==> src/rtl/fetch_stage_if.sv <==
// Instruction-ROM bus between the fetch stage (master) and the ROM (slave).
// The ROM answers combinationally: imem_data is the word at imem_addr in the same cycle.
interface fetch_stage_if #(
   parameter int ADDR_WIDTH = 10,
   parameter int DATA_WIDTH = 32
);
   logic [ADDR_WIDTH-1:0] imem_addr;
   logic [DATA_WIDTH-1:0] imem_data;

   modport master (output imem_addr, input imem_data);
   modport slave  (input imem_addr, output imem_data);
endinterface

==> src/rtl/fetch_stage.sv <==
// MIPS instruction-fetch stage: program counter, ROM addressing and the IF/ID register,
// with stall, flush and branch/jump redirect from later pipeline stages.
module fetch_stage #(
   parameter int ADDR_WIDTH = 10,
   parameter int DATA_WIDTH = 32,
   parameter logic [ADDR_WIDTH-1:0] RESET_PC = '0,
   parameter int CNT_WIDTH  = 32
) (
   input  logic                  clk,
   input  logic                  rst,
   input  logic                  stall,
   input  logic                  flush,
   input  logic                  redirect_valid,
   input  logic [ADDR_WIDTH-1:0] redirect_target,
   fetch_stage_if.master         imem,
   output logic [DATA_WIDTH-1:0] if_id_instr,
   output logic [ADDR_WIDTH-1:0] if_id_pc,
   output logic [ADDR_WIDTH-1:0] if_id_pc_plus4,
   output logic                  if_id_valid,
   output logic                  align_err,
   output logic [CNT_WIDTH-1:0]  fetch_count
);

   logic [ADDR_WIDTH-1:0] pc;
   logic [ADDR_WIDTH-1:0] pc_plus4;
   logic [ADDR_WIDTH-1:0] pc_next;
   logic                  load;

   // Adding 4 at ADDR_WIDTH bits gives the required modulo-2^ADDR_WIDTH wrap.
   assign pc_plus4      = pc + ADDR_WIDTH'(4);
   assign imem.imem_addr = pc;

   // if_id_valid qualifies the IF/ID register for decode; there is no back-pressure
   // handshake, decode holds it with stall and kills it with flush.
   assign load = !flush && !stall;

   always_comb begin
      pc_next = pc_plus4;
      if (redirect_valid)
         pc_next = {redirect_target[ADDR_WIDTH-1:2], 2'b00};
      else if (stall)
         pc_next = pc;
   end

   always_ff @(posedge clk) begin
      if (rst) begin
         pc <= RESET_PC;
      end else begin
         pc <= pc_next;
      end
   end

   always_ff @(posedge clk) begin
      if (rst || flush) begin
         if_id_instr    <= '0;
         if_id_pc       <= '0;
         if_id_pc_plus4 <= '0;
         if_id_valid    <= 1'b0;
      end else if (load) begin
         if_id_instr    <= imem.imem_data;
         if_id_pc       <= pc;
         if_id_pc_plus4 <= pc_plus4;
         if_id_valid    <= 1'b1;
      end
   end

   always_ff @(posedge clk) begin
      if (rst) begin
         align_err   <= 1'b0;
         fetch_count <= '0;
      end else begin
         if (redirect_valid && (redirect_target[1:0] != 2'b00))
            align_err <= 1'b1;
         if (load)
            fetch_count <= fetch_count + CNT_WIDTH'(1);
      end
   end

endmodule

==> src/flat_wrapper.sv <==
// flat-port wrapper written by rule: the top's interface ports become plain ports
module fetch_stage_flat 
#(
   parameter int ADDR_WIDTH = 10,
   parameter int DATA_WIDTH = 32,
   parameter logic [ADDR_WIDTH-1:0] RESET_PC = '0,
   parameter int CNT_WIDTH  = 32
)
  (clk, rst, stall, flush, redirect_valid, redirect_target, if_id_instr, if_id_pc, if_id_pc_plus4, if_id_valid, align_err, fetch_count, imem_imem_addr, imem_imem_data);
  fetch_stage_if #(.ADDR_WIDTH(ADDR_WIDTH), .DATA_WIDTH(DATA_WIDTH)) imem_i ();
  input  logic clk;
  input  logic rst;
  input  logic stall;
  input  logic flush;
  input  logic redirect_valid;
  input  logic [ADDR_WIDTH-1:0] redirect_target;
  output logic [DATA_WIDTH-1:0] if_id_instr;
  output logic [ADDR_WIDTH-1:0] if_id_pc;
  output logic [ADDR_WIDTH-1:0] if_id_pc_plus4;
  output logic if_id_valid;
  output logic align_err;
  output logic [CNT_WIDTH-1:0] fetch_count;
  output wire logic [$bits(imem_i.imem_addr)-1:0] imem_imem_addr;
  input wire logic [$bits(imem_i.imem_data)-1:0] imem_imem_data;
  assign imem_imem_addr = imem_i.imem_addr;
  assign imem_i.imem_data = imem_imem_data;
  fetch_stage #(.ADDR_WIDTH(ADDR_WIDTH), .DATA_WIDTH(DATA_WIDTH), .RESET_PC(RESET_PC), .CNT_WIDTH(CNT_WIDTH)) u_core (.clk(clk), .rst(rst), .stall(stall), .flush(flush), .redirect_valid(redirect_valid), .redirect_target(redirect_target), .imem(imem_i), .if_id_instr(if_id_instr), .if_id_pc(if_id_pc), .if_id_pc_plus4(if_id_pc_plus4), .if_id_valid(if_id_valid), .align_err(align_err), .fetch_count(fetch_count));
endmodule
==> config.mk <==
export PLATFORM = sky130hd
export DESIGN_NAME = fetch_stage_flat
export DESIGN_NICKNAME = d
export VERILOG_FILES = /design/src/rtl/fetch_stage_if.sv /design/src/rtl/fetch_stage.sv /design/src/flat_wrapper.sv
export SDC_FILE = /design/constraint.sdc
export NUM_CORES = 1
export LEC_CHECK = 0
export CORE_ASPECT_RATIO = 0.8
export CORE_MARGIN = 3
export CORE_UTILIZATION = 40
export CTS_CLUSTER_SIZE = 28
export DETAILED_ROUTE_END_ITERATION = 16
export GPL_TIMING_DRIVEN = 1
export PLACE_DENSITY = 0.77
export SYNTH_ARGS = -nofsm -noshare
export SYNTH_HDL_FRONTEND = slang
export SYNTH_SLANG_ARGS = --single-unit
==> constraint.sdc <==
create_clock -name clk -period 2.4 [get_ports clk]
set_input_delay 0.36 -clock clk [delete_from_list [all_inputs] [get_ports clk]]
set_output_delay 0.36 -clock clk [all_outputs]
set_load 0.02 [all_outputs]
==> impl_metrics.csv <==
group,metric,value,unit
finish,flops,90,
cts,cts_tree,"done",
cts,cts_htree_levels,3,
timing,setup_slack,0.0514,ns
finish,final_area,0.00555,mm2
place,dp.cells,652,
worst_setup_path,cp_num_cells,6,
run,maxCapViolCount,0,
global_route,grt_pass1_vias,3247,
worst_setup_path,startpoint,"flush",
worst_setup_path,regToRegEndpoint,"u_core.fetch_count[18]",
floorplanning,core,0.00882,mm2
finish,comb_area,0.00179,mm2
detailed_routing,ant_nets,0,
finish,seqCellArea,0.00180,mm2
worst_setup_path,worstSetupStartpointType,"primary input",
finish,drive_gt1_share,6.65,%
yosys,synth_area_per_cell,9.03,um2
timing,slew_headroom,40.9,%
timing,finalSetupViolations,0,
place,placed_area,0.00525,mm2
yosys,synthDominantCellAreaShare,48.0,%
pwr,power.share.clock,42.2,%
yosys,ys_chip_area,0.00376,mm2
place,place_ws,-0.273,ns
cts,root_buffer,"clkbuf_16",
yosys,yosys-stat-cells,416,
cts,clock_latency,0.34,ns
worst_setup_path,critical_path_buf_inv_count,2,
run,warning_count,26,
timing,rsz0062_at_grt,"no",
finish,buffer_area_share,26.7,%
cts,cts_buffers,9,
worst_setup_path,endpoint_kind,"flop",
timing,fin_tns_setup,0,ns
yosys,synth_adder_area_share,0.666,%
finish,final_net_count,600,
yosys,synth-edff-count,0,
detailed_routing,viasPerCell,5.22,
yosys,ys_ff,90,
floorplanning,taps,112,
detailed_routing,detail_route.iter0.violations,228,
finish,area_delta_synth_final,47.9,%
worst_setup_path,crit_type,"primary input to flop",
yosys,seq_area_frac_synth,48.0,%
hold_path,worstHoldPathType,"primary input to flop",
timing,tightest_slew,0.886,ns
place,gp_congestion,0.793,
pwr,top_power_group,"registers",
finish,logic_gates,287,
finish,nClkBuffers,14,
yosys,aoi_share,10.4,%
worst_setup_path,r2r_start,"u_core.fetch_count[0]",
floorplanning,initCoreUtil,42.6,%
pwr,max-vdd-ir-drop,0.560,mV
finish,num_antenna_cells,0,
finish,buffers_excl_clock,153,
pwr,power.net_switching,764,uW
pwr,total_power,3350,uW
worst_setup_path,worst-r2r-cell-count,6,
timing,final.setup_skew,0.00654,ns
finish,final-clk-cell-share,5.38,%
global_route,grt_max_degree,59,
detailed_routing,wire_per_inst,14.9,um
worst_setup_path,path_cells,"clkdlybuf4s50_1 > or3b_1 > or4_4 > buf_4 > or4_1 > a21oi_1",
worst_setup_path,endpoint,"u_core.fetch_count[18]",
finish,postLayoutCoreUtil,63.0,%
cts,cts_buffer_depth,2,
global_route,grt_pass1_wl,16200,um
pwr,p_sw_share,22.8,%
finish,final_cell_mix,"clkdlybuf4s50_1 (135), dfxtp_1 (88), nor2_1 (69)",
yosys,yosys.area.top_type,"dfxtp_1",
yosys,netlist_top_cells_count,"dfxtp_1 (90), nor2_1 (69), mux2i_1 (41)",
worst_setup_path,slowest_delay,0.54,ns
floorplanning,rows,30,
yosys,ys_types,36,
floorplanning,dieArea,0.0106,mm2
pwr,p_int,2590,uW
timing,drv_slew,0,
worst_setup_path,cp_top_family,"simple AND/OR/NAND/NOR gates",
worst_setup_path,path_max_fanout,6,
yosys,yosys_warnings,0,
global_route,grt_overflow,0,
yosys,async_flop_share,0,%
place,port_buffers,136,
global_route,antenna_found_initial,0,
yosys,syn_area,0.00376,mm2
timing,max_freq,426,MHz
cts,clkTransAtPathRegs,0.06,ns
detailed_routing,drcViolationCount,0,
worst_setup_path,worstPathRequired,2.65,ns
global_route,grt_usage,19.1,%
floorplanning,ios,143,
finish,nNonClkInverters,10,
detailed_routing,first_pass_iters,7,
run_status,status,"completed",
finish,fin_cells,668,
timing,fin_hold_ws,0.415,ns
pwr,power_density,604,mW/mm2
worst_setup_path,worst_ep_arrival_time,2.60,ns
pwr,p_seq,1570,uW
yosys,top_cells_by_area,"dfxtp_1 (48%), mux2i_1 (11%), nor2_1 (6.9%)",
yosys,simple_gate_area_share,20.1,%
hold_path,worstHoldPathCells,4,
place,dp_hpwl,7140,um
timing,period_used_share,97.9,%
yosys,ff_type,"dfxtp_1",
yosys,syn_inst,416,
worst_setup_path,r2r_slack,0.09,ns
timing,hold_viol,0,
yosys,synth.most_common_cell,"dfxtp_1",
pwr,combPwrFrac,11.0,%
yosys,xor_share,4.20,%
pwr,leakagePower,0.00199,uW
pwr,p_clk,1420,uW
finish,fillers,746,
[worst min path at each step]
stage | start | to
after global placement | u_core.align_err | u_core.align_err
after global routing | stall | u_core.fetch_count[1]
after detailed placement | u_core.if_id_pc_plus4[3] | u_core.if_id_pc_plus4[3]
after CTS | stall | u_core.fetch_count[1]
after floorplan | redirect_valid | u_core.imem.imem_addr[2]
final | stall | u_core.fetch_count[1]
[state kept, by name (all words and copies together), names as in the netlist]
signal / cells
u_core.align_err: 1
u_core.fetch_count: 32
u_core.if_id_instr: 32
u_core.if_id_pc: 8
u_core.if_id_pc_plus4: 8
u_core.if_id_valid: 1
u_core.imem.imem_addr: 8
[layer usage]
layer | GRT usage (%) | wire (um)
met4 | 5.74 | 119
met3 | 9.08 | 1070
met2 | 27.7 | 4400
met1 | 25.2 | 4380
met5 | 0 | 0
Figure 1. M4 wires.
Drawn at 3 px/um.
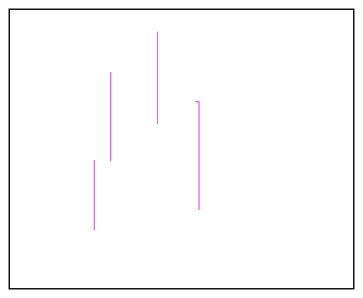
wire length on this layer: 120 um
main direction: vertical
share of all routed wire: 1.2%
longest straight run: 35.9 um
nets with wire on the layer: 2

Figure 2. Logic cells by family.
Drawn at 3 px/um.
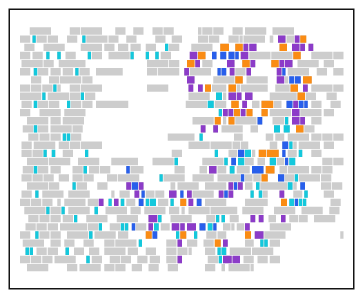
legend:
  cyan:
    family: nor cells
    cells: 84
    where: widely spread
  orange:
    family: and/or cells
    cells: 33
  purple:
    family: aoi and oai cells
    cells: 65
  blue:
    family: nand cells
    cells: 35
Commonest Layout Cell: clkdlybuf4s50_1
logic share of the area: 32.2%

Figure 3. Pin map.
Drawn at 3 px/um. Pins as bars across the die edge, other pins in gray.
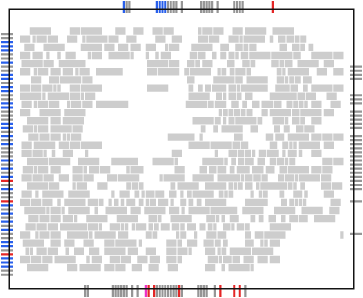
legend:
  magenta:
    port: stall
    pins: 1
    direction: input
    edge: south
  blue:
    port: imem_imem_data
    pins: 32
    direction: input
    edge: 27 west, 5 north
  red:
    port: if_id_pc_plus4
    pins: 10
    direction: output
    edge: 6 south, 3 west, 1 north
all pins by edge: 60 west, 32 south, 28 east, 23 north
die width: 114 um
Die Span Y: 92.7 um

No activity file was given, so power comes from the tool's default toggle rates.
